--- src/rtl/csr_access_ctrl_pkg.sv ---
// csr_access_ctrl_pkg
//   Shared definitions for the CSR access controller: Zicsr funct3 encodings,
//   the read-only address-field value, the reduced operation type used by the
//   write-data ALU, and small decode helpers shared by the FSM and the ALU.
package csr_access_ctrl_pkg;

  localparam logic [2:0] F3_CSRRW  = 3'b001;
  localparam logic [2:0] F3_CSRRS  = 3'b010;
  localparam logic [2:0] F3_CSRRC  = 3'b011;
  localparam logic [2:0] F3_CSRRWI = 3'b101;
  localparam logic [2:0] F3_CSRRSI = 3'b110;
  localparam logic [2:0] F3_CSRRCI = 3'b111;

  // csr[11:10] == 2'b11 marks the read-only CSR address space
  localparam logic [1:0] CSR_RO_FIELD = 2'b11;

  typedef enum logic [1:0] {
    CSR_OP_RW   = 2'd0,
    CSR_OP_RS   = 2'd1,
    CSR_OP_RC   = 2'd2,
    CSR_OP_NONE = 2'd3
  } csr_op_e;

  // Number of bits needed to represent value (clogb2(4095) = 12).
  function automatic int clogb2(input int value);
    int v;
    int n;
    v = value;
    n = 0;
    while (v > 0) begin
      n = n + 1;
      v = v >> 1;
    end
    return n;
  endfunction

  // funct3[2] only selects the immediate source, so the operation is decoded
  // from the low two bits; 2'b00 covers both reserved encodings 000 and 100.
  function automatic csr_op_e csr_funct3_op(input logic [1:0] f3_lo);
    case (f3_lo)
      2'b01:   return CSR_OP_RW;
      2'b10:   return CSR_OP_RS;
      2'b11:   return CSR_OP_RC;
      default: return CSR_OP_NONE;
    endcase
  endfunction

  // Set/clear with rs1 = x0 (or uimm = 0) must not write, so the decision is
  // taken from the 5-bit rs1 field, never from the operand value.
  function automatic logic csr_op_writes(input csr_op_e op, input logic [4:0] rs1_field);
    case (op)
      CSR_OP_RW:            return 1'b1;
      CSR_OP_RS, CSR_OP_RC: return |rs1_field;
      default:              return 1'b0;
    endcase
  endfunction

endpackage

--- src/rtl/csr_wdata_alu.sv ---
// csr_wdata_alu
//   Combinational write-data generator for one CSR read-modify-write.
//   Ports:
//     op_i        : reduced operation (csr_op_e encoding)
//     rs1_field_i : rs1 index / uimm field, decides whether set/clear write
//     old_i       : current CSR value (0 when the read was suppressed)
//     src_i       : source operand (rs1 value or zero-extended uimm)
//     wdata_o     : value to write into the CSR
//     do_write_o  : the instruction performs a CSR write
module csr_wdata_alu
  import csr_access_ctrl_pkg::*;
(
  input  logic [1:0]  op_i,
  input  logic [4:0]  rs1_field_i,
  input  logic [31:0] old_i,
  input  logic [31:0] src_i,
  output logic [31:0] wdata_o,
  output logic        do_write_o
);

  always_comb begin
    wdata_o = old_i;
    case (op_i)
      CSR_OP_RW: wdata_o = src_i;
      CSR_OP_RS: wdata_o = old_i | src_i;
      CSR_OP_RC: wdata_o = old_i & ~src_i;
      default:   wdata_o = old_i;
    endcase
  end

  assign do_write_o = csr_op_writes(csr_op_e'(op_i), rs1_field_i);

endmodule

--- src/rtl/csr_access_ctrl.sv ---
// csr_access_ctrl
//   Initiator side of the CSR register-file port. Runs one Zicsr instruction
//   as a read-modify-write against a CSR unit that reads combinationally and
//   writes on the rising clock edge. Illegal accesses report resp_illegal and
//   produce no CSR read or write.
//   Ports:
//     clk, rst                 : clock, asynchronous active-low reset
//     req_*                    : execute-stage request (valid/ready)
//     resp_*                   : response to execute stage (valid/ready)
//     csr_r_en, csr_w_en       : registered enables to the CSR unit
//     csr_addr, csr_wdata      : registered address / write data to the CSR unit
//     csr_rdata                : combinational read data from the CSR unit
//
//   state | meaning
//   IDLE  | req_ready=1, waiting for a request
//   READ  | csr_addr driven, csr_r_en high if the read is needed
//   WRITE | csr_w_en high if the instruction writes and is legal
//   RESP  | resp_valid=1, held until resp_ready
module csr_access_ctrl
  import csr_access_ctrl_pkg::*;
#(
  parameter  int CSR_REG_COUNT = 4096,
  localparam int CSR_ADDR_W    = clogb2(CSR_REG_COUNT - 1)
) (
  input  logic                  clk,
  input  logic                  rst,
  input  logic                  req_valid,
  output logic                  req_ready,
  input  logic [2:0]            req_funct3,
  input  logic [11:0]           req_csr,
  input  logic [31:0]           req_rs1_data,
  input  logic [4:0]            req_zimm,
  input  logic                  req_rd_zero,
  output logic                  resp_valid,
  input  logic                  resp_ready,
  output logic [31:0]           resp_rdata,
  output logic                  resp_illegal,
  output logic                  csr_r_en,
  output logic                  csr_w_en,
  output logic [CSR_ADDR_W-1:0] csr_addr,
  output logic [31:0]           csr_wdata,
  input  logic [31:0]           csr_rdata
);

  localparam logic [1:0] ST_IDLE  = 2'd0;
  localparam logic [1:0] ST_READ  = 2'd1;
  localparam logic [1:0] ST_WRITE = 2'd2;
  localparam logic [1:0] ST_RESP  = 2'd3;

  logic [1:0]            state_q,        state_d;
  logic [1:0]            op_q,           op_d;
  logic [31:0]           src_q,          src_d;
  logic [4:0]            rs1_field_q,    rs1_field_d;
  logic                  illegal_q,      illegal_d;
  logic                  csr_r_en_q,     csr_r_en_d;
  logic                  csr_w_en_q,     csr_w_en_d;
  logic [CSR_ADDR_W-1:0] csr_addr_q,     csr_addr_d;
  logic [31:0]           csr_wdata_q,    csr_wdata_d;
  logic                  resp_valid_q,   resp_valid_d;
  logic [31:0]           resp_rdata_q,   resp_rdata_d;
  logic                  resp_illegal_q, resp_illegal_d;

  csr_op_e     req_op;
  logic        req_writes;
  logic        req_out_of_range;
  logic        req_illegal;
  logic        req_reads;
  logic [31:0] req_src;
  logic [31:0] old_val;
  logic [31:0] alu_wdata;
  logic        alu_do_write;

  // ---------------------------------------------------------------------------
  // Request decode (used only on the accepting edge)
  // ---------------------------------------------------------------------------
  assign req_op     = csr_funct3_op(req_funct3[1:0]);
  assign req_writes = csr_op_writes(req_op, req_zimm);
  assign req_src    = req_funct3[2] ? {27'b0, req_zimm} : req_rs1_data;

  // With the full 12-bit space implemented no address can be out of range.
  if (CSR_REG_COUNT >= 4096) begin : g_full_range
    assign req_out_of_range = 1'b0;
  end else begin : g_part_range
    assign req_out_of_range = (32'(req_csr) >= 32'(CSR_REG_COUNT));
  end

  assign req_illegal = (req_op == CSR_OP_NONE) || req_out_of_range ||
                       (req_writes && (req_csr[11:10] == CSR_RO_FIELD));

  // CSRRW/CSRRWI with rd = x0 must not read (read side effects).
  assign req_reads = !req_illegal && !((req_op == CSR_OP_RW) && req_rd_zero);

  // ---------------------------------------------------------------------------
  // Write-data ALU, fed from the latched request and the masked read value
  // ---------------------------------------------------------------------------
  assign old_val = csr_r_en_q ? csr_rdata : 32'b0;

  csr_wdata_alu u_wdata_alu (
    .op_i        (op_q),
    .rs1_field_i (rs1_field_q),
    .old_i       (old_val),
    .src_i       (src_q),
    .wdata_o     (alu_wdata),
    .do_write_o  (alu_do_write)
  );

  // ---------------------------------------------------------------------------
  // FSM next state
  // ---------------------------------------------------------------------------
  always_comb begin
    state_d        = state_q;
    op_d           = op_q;
    src_d          = src_q;
    rs1_field_d    = rs1_field_q;
    illegal_d      = illegal_q;
    csr_r_en_d     = 1'b0;
    csr_w_en_d     = 1'b0;
    csr_addr_d     = csr_addr_q;
    csr_wdata_d    = csr_wdata_q;
    resp_valid_d   = resp_valid_q;
    resp_rdata_d   = resp_rdata_q;
    resp_illegal_d = resp_illegal_q;

    case (state_q)
      ST_IDLE: begin
        if (req_valid) begin
          state_d     = ST_READ;
          op_d        = req_op;
          src_d       = req_src;
          rs1_field_d = req_zimm;
          illegal_d   = req_illegal;
          csr_addr_d  = req_csr[CSR_ADDR_W-1:0];
          csr_r_en_d  = req_reads;
        end
      end
      ST_READ: begin
        state_d        = ST_WRITE;
        resp_rdata_d   = old_val;
        resp_illegal_d = illegal_q;
        // wdata only moves when a write is actually issued
        if (alu_do_write && !illegal_q) begin
          csr_w_en_d  = 1'b1;
          csr_wdata_d = alu_wdata;
        end
      end
      ST_WRITE: begin
        state_d      = ST_RESP;
        resp_valid_d = 1'b1;
      end
      ST_RESP: begin
        if (resp_ready) begin
          state_d      = ST_IDLE;
          resp_valid_d = 1'b0;
        end
      end
      default: state_d = ST_IDLE;
    endcase
  end

  always_ff @(posedge clk or negedge rst) begin
    if (!rst) begin
      state_q        <= ST_IDLE;
      op_q           <= CSR_OP_NONE;
      src_q          <= 32'b0;
      rs1_field_q    <= 5'b0;
      illegal_q      <= 1'b0;
      csr_r_en_q     <= 1'b0;
      csr_w_en_q     <= 1'b0;
      csr_addr_q     <= '0;
      csr_wdata_q    <= 32'b0;
      resp_valid_q   <= 1'b0;
      resp_rdata_q   <= 32'b0;
      resp_illegal_q <= 1'b0;
    end else begin
      state_q        <= state_d;
      op_q           <= op_d;
      src_q          <= src_d;
      rs1_field_q    <= rs1_field_d;
      illegal_q      <= illegal_d;
      csr_r_en_q     <= csr_r_en_d;
      csr_w_en_q     <= csr_w_en_d;
      csr_addr_q     <= csr_addr_d;
      csr_wdata_q    <= csr_wdata_d;
      resp_valid_q   <= resp_valid_d;
      resp_rdata_q   <= resp_rdata_d;
      resp_illegal_q <= resp_illegal_d;
    end
  end

  assign req_ready    = (state_q == ST_IDLE);
  assign resp_valid   = resp_valid_q;
  assign resp_rdata   = resp_rdata_q;
  assign resp_illegal = resp_illegal_q;
  assign csr_r_en     = csr_r_en_q;
  assign csr_w_en     = csr_w_en_q;
  assign csr_addr     = csr_addr_q;
  assign csr_wdata    = csr_wdata_q;

endmodule

--- config.mk ---
export PLATFORM = sky130hd
export DESIGN_NAME = csr_access_ctrl
export DESIGN_NICKNAME = d
export VERILOG_FILES = /design/src/rtl/csr_access_ctrl_pkg.sv /design/src/rtl/csr_wdata_alu.sv /design/src/rtl/csr_access_ctrl.sv
export SDC_FILE = /design/constraint.sdc
export NUM_CORES = 1
export LEC_CHECK = 0
export ABC_CLOCK_PERIOD_IN_PS = 2350
export CAP_MARGIN = 25
export CORE_MARGIN = 3
export CORE_UTILIZATION = 40
export CTS_CLUSTER_SIZE = 25
export DETAILED_ROUTE_END_ITERATION = 10
export PLACE_DENSITY = 0.69
export SLEW_MARGIN = 20
export SYNTH_ARGS = -nofsm -noshare
export SYNTH_HDL_FRONTEND = slang
export SYNTH_SLANG_ARGS = --single-unit
--- constraint.sdc ---
create_clock -name clk -period 2.35 [get_ports clk]
set_clock_uncertainty 0.2 [all_clocks]
set_input_delay 0.47 -clock clk [delete_from_list [all_inputs] [get_ports clk]]
set_output_delay 0.47 -clock clk [all_outputs]
set_load 0.03 [all_outputs]
Figure 1. M1 wires.
Supply wires on this layer in grey.
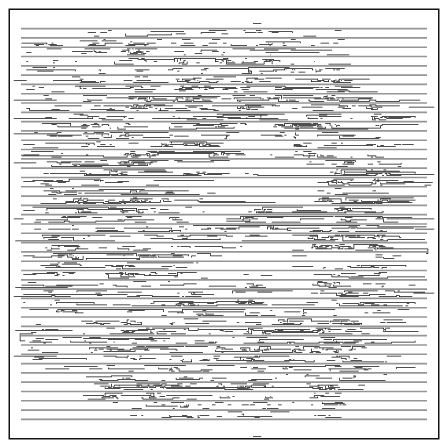
nets with wire on the layer: 682
longest straight run: 48.8 µm
main direction: horizontal
met1 track demand over resource: 0.261
DR vias: 4522
routed wire length: 15.3 mm

Figure 2. The metal 2 layer.
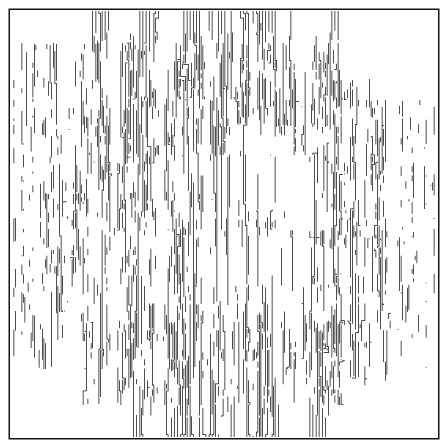
longest straight run: 59.5 µm
wire length on this layer: 7440 µm
global-route track usage on met2: 0.329

==> impl_metrics.py <==
# Auto-generated metrics
metrics = {
    "status": {
        "status": "completed",
    },
    "route": {
        "drt_drc_violations_left": 0,
        "drtAntennaViolNets": 0,
    },
    "sta": {
        "setup_violators_final": 0,
        "fmax_mhz": 456,
        "report.final.hold_viol_count": 0,
    },
    "synth": {
        "post_synth_inst_count": 517,
        "synth_warnings": 0,
        "synth_largest_type_area_fraction": 0.529,
        "seq_area_frac_synth": 0.538,
        "topCellsByArea": "dfrtp_1 (53%), o21ai_0 (8.7%), mux2_4 (7.7%)",
        "synth_cell_type_count": 30,
        "synthDominantAreaCellType": "dfrtp_1",
    },
    "global_route": {
        "grt_antenna_before_repair": 2,
        "grt_start_max_net_pins": 65,
    },
    "power": {
        "power_per_cell_area_mw_per_mm2": 1330,
    },
    "worst_setup_path": {
        "endpoint_of_the_worst_setup_timing_path": "csr_wdata[3]",
        "r2r_end": "csr_wdata[3]",
        "cp.arrival_ns": 2.34,
        "worstSetupStartpoint": "op_q[0]",
    },
    "cts": {
        "cts_inserted_buffers": 17,
        "worst_skew_pair.late_latency_ns": 0.41,
        "numClockSinks": 122,
    },
    "floorplan": {
        "chipWidth_um": 125,
    },
    "placed_design": {
        "place_ws_ns": 0.0952,
        "dpl.cell_count": 841,
        "post_dp_cell_area_mm2": 0.00765,
    },
    "worst_hold_path": {
        "hp-class": "reg -> reg",
        "hold_end": "rs1_field_q[0]",
    },
    "final_layout": {
        "fin_cells": 874,
    },
}
Figure 3. Met3 routing.
Bar = 50 µm. Cells faint in the background.
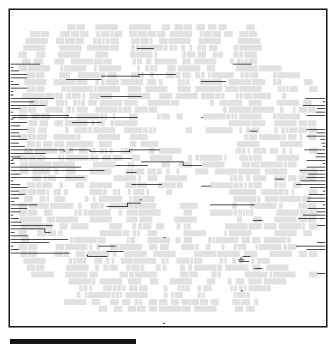
longest straight run: 49.2 µm
nets with wire on the layer: 107
share of all routed wire: 6.6%
main direction: horizontal
met3 GRT Util: 0.0670

Figure 4. Met4 routing.
Supply wires on this layer in grey. Cells faint in the background.
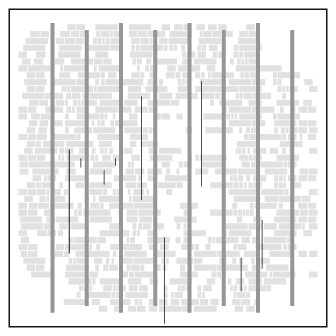
longest straight run: 41.5 µm
main direction: vertical
share of all routed wire: 1.3%
nets with wire on the layer: 7
wire length on this layer: 201 µm

## per-layer routing
layer	global-route usage	share of wire	vias up
met1	0.261	0.43	2218
met4	0.0574	0.013	4
li1	-	-	2140
met3	0.0670	0.066	19
met2	0.329	0.49	141
met5	0	0.0016	-
## cells in the final DEF, fill, tap and decap left out, types with 2 or more instances in the layout
cell type | netlist | routed
mux2_2 | 20 | 20
clkbuf_1 | 12 | 5
nor4_1 | 2 | 2
bufinv_16 | 0 | 4
dfstp_2 | 2 | 2
clkdlybuf4s50_1 | 0 | 167
a21oi_1 | 3 | 3
a32o_1 | 32 | 32
nor3_1 | 2 | 2
nand2b_1 | 27 | 27
o21ai_0 | 99 | 99
nor2_4 | 1 | 2
buf_12 | 0 | 9
inv_1 | 43 | 43
nor2_1 | 6 | 5
nand3_1 | 32 | 32
mux2_4 | 29 | 29
buf_4 | 0 | 8
mux2i_1 | 5 | 5
nand2_1 | 37 | 36
dfrtp_1 | 120 | 119
ha_1 | 11 | 10
clkinv_2 | 0 | 5
clkbuf_16 | 0 | 17
## cells by family after synthesis
kind of cell,Yosys count,share of synthesized area
AND-OR/OR-AND,139,0.153
buffers and inverters,81,0.0619
flip-flops,122,0.538
adder cells (fa/ha/maj),11,0.0243
AND/OR/NAND/NOR,110,0.0970
multiplexers,54,0.125
## synthesized netlist by cell type, types with 2 or more instances
| cell type | number |
|---|---|
| nand3_1 | 32 |
| nand2_1 | 37 |
| mux2i_1 | 5 |
| a32o_1 | 32 |
| clkbuf_1 | 12 |
| clkbuf_2 | 3 |
| o21ai_0 | 99 |
| a21oi_1 | 3 |
| dfstp_2 | 2 |
| buf_1 | 3 |
| buf_6 | 3 |
| mux2_4 | 29 |
| ha_1 | 11 |
| mux2_2 | 20 |
| buf_2 | 17 |
| nand2b_1 | 27 |
| nor3_1 | 2 |
| nor2_1 | 6 |
| nor4_1 | 2 |
| dfrtp_1 | 120 |
| inv_1 | 43 |
## power breakdown
group | internal, mW | switching [mW] | leakage (nW) | total (mW)
combinational | 2.12 | 2.71 | 1.72 | 4.83
clock | 1.79 | 0.883 | 0.299 | 2.67
sequential | 2.92 | 0.529 | 1.59 | 3.44
## flip-flops by register name, indices dropped and copies added (netlist names)
signal        count
state_q           2
op_q              2
csr_addr         12
resp_rdata       32
src_q            32
rs1_field_q       5
csr_wdata        32
csr_w_en          1
resp_valid        1
csr_r_en          1
resp_illegal      1
illegal_q         1
## worst max-delay path, stage by stage (launching register included)
cell and delay, ns:
dfstp_2 0.55, ha_1 0.22, nor2_1 0.09, nor2_4 0.67
a32o_1 0.24, mux2_4 0.15
## cell type report
type	count	area, µm²
fill	1114	5300
sequential	122	3060
multi-input combinational	314	2280
timing repair buffer	187	1940
clock buffer	23	458
tap	176	220
inverter	43	161
clock inverter	9	145
## timing repair
item                                   CTS  global route
endpoints found under the hold margin   34             0
setup endpoints to repair                1             6
gates resized                            1             3
setup buffers                            0             0
hold buffers                             1             0
Power and IR drop assume default switching activity.
